==> src/rtl/divider32_seq.sv <==
// -----------------------------------------------------------------------------
// divider32_seq
//
// Multicycle unsigned restoring divider. A shift/subtract datapath retires one
// quotient bit per clock; the multicycle ALU stage starts it for DIVU/REMU and
// waits on done.
//
// Ports
//   clk          in   1      rising-edge clock
//   rst_n        in   1      asynchronous, active-low reset
//   start        in   1      one-cycle request, sampled only while busy==0
//   dividend     in   WIDTH  numerator, captured on accepted start
//   divisor      in   WIDTH  denominator, captured on accepted start
//   busy         out  1      high from the cycle after accept until done
//   done         out  1      one-cycle pulse: quotient/remainder valid
//   quotient     out  WIDTH  result, held until the next completed operation
//   remainder    out  WIDTH  result, held until the next completed operation
//   div_by_zero  out  1      set with done when divisor==0
//
// Timing: start sampled at edge k. Nonzero divisor -> done high in cycle
// k+WIDTH+1. Zero divisor -> done high in cycle k+2.
// CNT_W must satisfy 2**CNT_W > WIDTH so the counter can hold WIDTH.
// -----------------------------------------------------------------------------
module divider32_seq #(
    parameter int WIDTH = 32,
    parameter int CNT_W = 6
) (
    input  logic             clk,
    input  logic             rst_n,
    input  logic             start,
    input  logic [WIDTH-1:0] dividend,
    input  logic [WIDTH-1:0] divisor,
    output logic             busy,
    output logic             done,
    output logic [WIDTH-1:0] quotient,
    output logic [WIDTH-1:0] remainder,
    output logic             div_by_zero
);

    typedef enum logic [1:0] {
        IDLE   = 2'd0,
        RUN    = 2'd1,
        ZERO   = 2'd2,
        FINISH = 2'd3
    } state_t;

    state_t           state_q;
    logic [CNT_W-1:0] cnt_q;

    // Working registers. q_work_q starts as the dividend and fills with
    // quotient bits from the right as dividend bits shift out on the left.
    logic [WIDTH-1:0] q_work_q;
    logic [WIDTH-1:0] r_work_q;
    logic [WIDTH-1:0] d_q;

    // Registered outputs
    logic             busy_q;
    logic             done_q;
    logic [WIDTH-1:0] quotient_q;
    logic [WIDTH-1:0] remainder_q;
    logic             dbz_q;

    // -------------------------------------------------------------------------
    // One restoring iteration.
    // The shifted partial remainder is kept WIDTH+1 bits wide: with a divisor
    // above 2**(WIDTH-1) the partial remainder can have its MSB set, and
    // dropping the bit shifted out of it would corrupt the result. Because the
    // partial remainder is always below the divisor, the shifted value is at
    // most 2*D-1, so a non-negative difference always fits in WIDTH bits and
    // bit WIDTH of the difference is a clean borrow flag.
    // -------------------------------------------------------------------------
    logic [WIDTH:0]   r_wide_d;
    logic [WIDTH:0]   diff_d;
    logic             sub_ok_d;
    logic [WIDTH-1:0] r_iter_d;
    logic [WIDTH-1:0] q_iter_d;

    always_comb begin
        r_wide_d = {r_work_q, q_work_q[WIDTH-1]};
        // Subtract as A + ~B + 1, like the rest of the addsub datapath
        diff_d   = r_wide_d + ~{1'b0, d_q} + {{WIDTH{1'b0}}, 1'b1};
        sub_ok_d = ~diff_d[WIDTH];
        r_iter_d = sub_ok_d ? diff_d[WIDTH-1:0] : r_wide_d[WIDTH-1:0];
        q_iter_d = {q_work_q[WIDTH-2:0], sub_ok_d};
    end

    // -------------------------------------------------------------------------
    // Control FSM with registered outputs
    // -------------------------------------------------------------------------
    always_ff @(posedge clk or negedge rst_n) begin
        if (!rst_n) begin
            state_q     <= IDLE;
            cnt_q       <= '0;
            q_work_q    <= '0;
            r_work_q    <= '0;
            d_q         <= '0;
            busy_q      <= 1'b0;
            done_q      <= 1'b0;
            quotient_q  <= '0;
            remainder_q <= '0;
            dbz_q       <= 1'b0;
        end else begin
            // done is a single-cycle pulse unless the FINISH entry below sets it
            done_q <= 1'b0;

            case (state_q)
                IDLE: begin
                    if (start) begin
                        q_work_q <= dividend;
                        d_q      <= divisor;
                        r_work_q <= '0;
                        cnt_q    <= CNT_W'(WIDTH);
                        dbz_q    <= 1'b0;
                        busy_q   <= 1'b1;
                        state_q  <= (divisor == '0) ? ZERO : RUN;
                    end
                end

                RUN: begin
                    q_work_q <= q_iter_d;
                    r_work_q <= r_iter_d;
                    cnt_q    <= cnt_q - CNT_W'(1);
                    // cnt==1 means this is the last of the WIDTH iterations,
                    // so the iteration result goes straight to the outputs.
                    if (cnt_q == CNT_W'(1)) begin
                        quotient_q  <= q_iter_d;
                        remainder_q <= r_iter_d;
                        done_q      <= 1'b1;
                        state_q     <= FINISH;
                    end
                end

                ZERO: begin
                    // q_work_q still holds the untouched dividend here
                    quotient_q  <= '1;
                    remainder_q <= q_work_q;
                    dbz_q       <= 1'b1;
                    done_q      <= 1'b1;
                    state_q     <= FINISH;
                end

                FINISH: begin
                    busy_q  <= 1'b0;
                    state_q <= IDLE;
                end

                default: begin
                    busy_q  <= 1'b0;
                    state_q <= IDLE;
                end
            endcase
        end
    end

    assign busy        = busy_q;
    assign done        = done_q;
    assign quotient    = quotient_q;
    assign remainder   = remainder_q;
    assign div_by_zero = dbz_q;

endmodule

==> config.mk <==
export PLATFORM = sky130hd
export DESIGN_NAME = divider32_seq
export DESIGN_NICKNAME = d
export VERILOG_FILES = /design/src/rtl/divider32_seq.sv
export SDC_FILE = /design/constraint.sdc
export NUM_CORES = 1
export LEC_CHECK = 0
export ABC_AREA = 1
export CAP_MARGIN = 20
export CORE_MARGIN = 8
export CORE_UTILIZATION = 45
export CTS_CLUSTER_SIZE = 25
export DETAILED_ROUTE_END_ITERATION = 12
export PLACE_DENSITY = 0.67
export SLEW_MARGIN = 0
export SYNTH_ARGS = -nofsm -noshare
export SYNTH_HDL_FRONTEND = slang
export SYNTH_SLANG_ARGS = --single-unit
==> constraint.sdc <==
create_clock -name clk -period 4.11 [get_ports clk]
set_input_delay 0.822 -clock clk [delete_from_list [all_inputs] [get_ports clk]]
set_output_delay 0.822 -clock clk [all_outputs]
set_load 0.05 [all_outputs]
Zoomed window:
Region (117, 117) to (137, 137) um. Cells in grey, sequential cells in the stronger grey; small squares are vias.
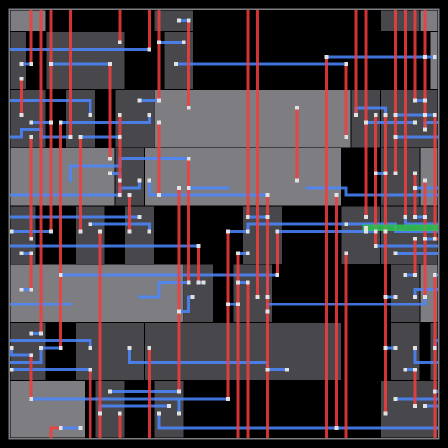
layer	colour
met2	red
met1	blue
met3	green
most frequent	nand2_1 (9), a21oi_1 (5)
sequential cells in the window	4
cells with their middle in the window	30
netlist names of flops here include	q_work_q (2), remainder (2)

M2 wires:
(2 px per um) Cells faint in the background.
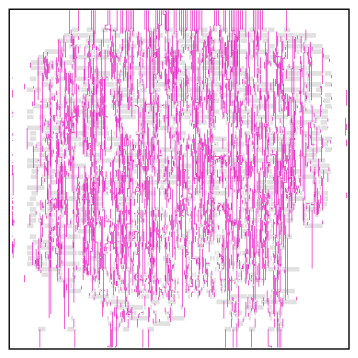
longest straight run	76.2 um
nets with wire on the layer	1334
WL final: 30.6 mm
met2 Use GR: 37.0%
via count: 9718

==> results.yml <==
# flow metrics
cells_and_area:
  lay_top_cells: "nand2_1 (557), inv_1 (239), dfrtp_1 (171)"
  largestClassByArea: "logic gates"
  nClkBuffers: 18
  comb_area_share_pct: 40.0
  flop-count: 171
outcome:
  status: "finished, final reports clean"
cts:
  numClockSinks: 171
global_route:
  grt_util_met3_pct: 4.15
timing:
  fin_ws_ns: 1.17
  timing.final.crit_share_pct: 71.5
  skew_ns: 0.0162
  setup_tns_ns: 0
detailed_routing:
  drtIter0Drc: 769
place:
  gp_congestion: 0.910
min_path:
  hold_class: "primary input to asynchronous set/reset pin"
die:
  fp-row-count: 56
setup_path:
  crit_end: "remainder[15]"
logic_synthesis:
  ys_warn_count: 0
  synthCells: 1518
  simple_gate_share_pct: 31.2
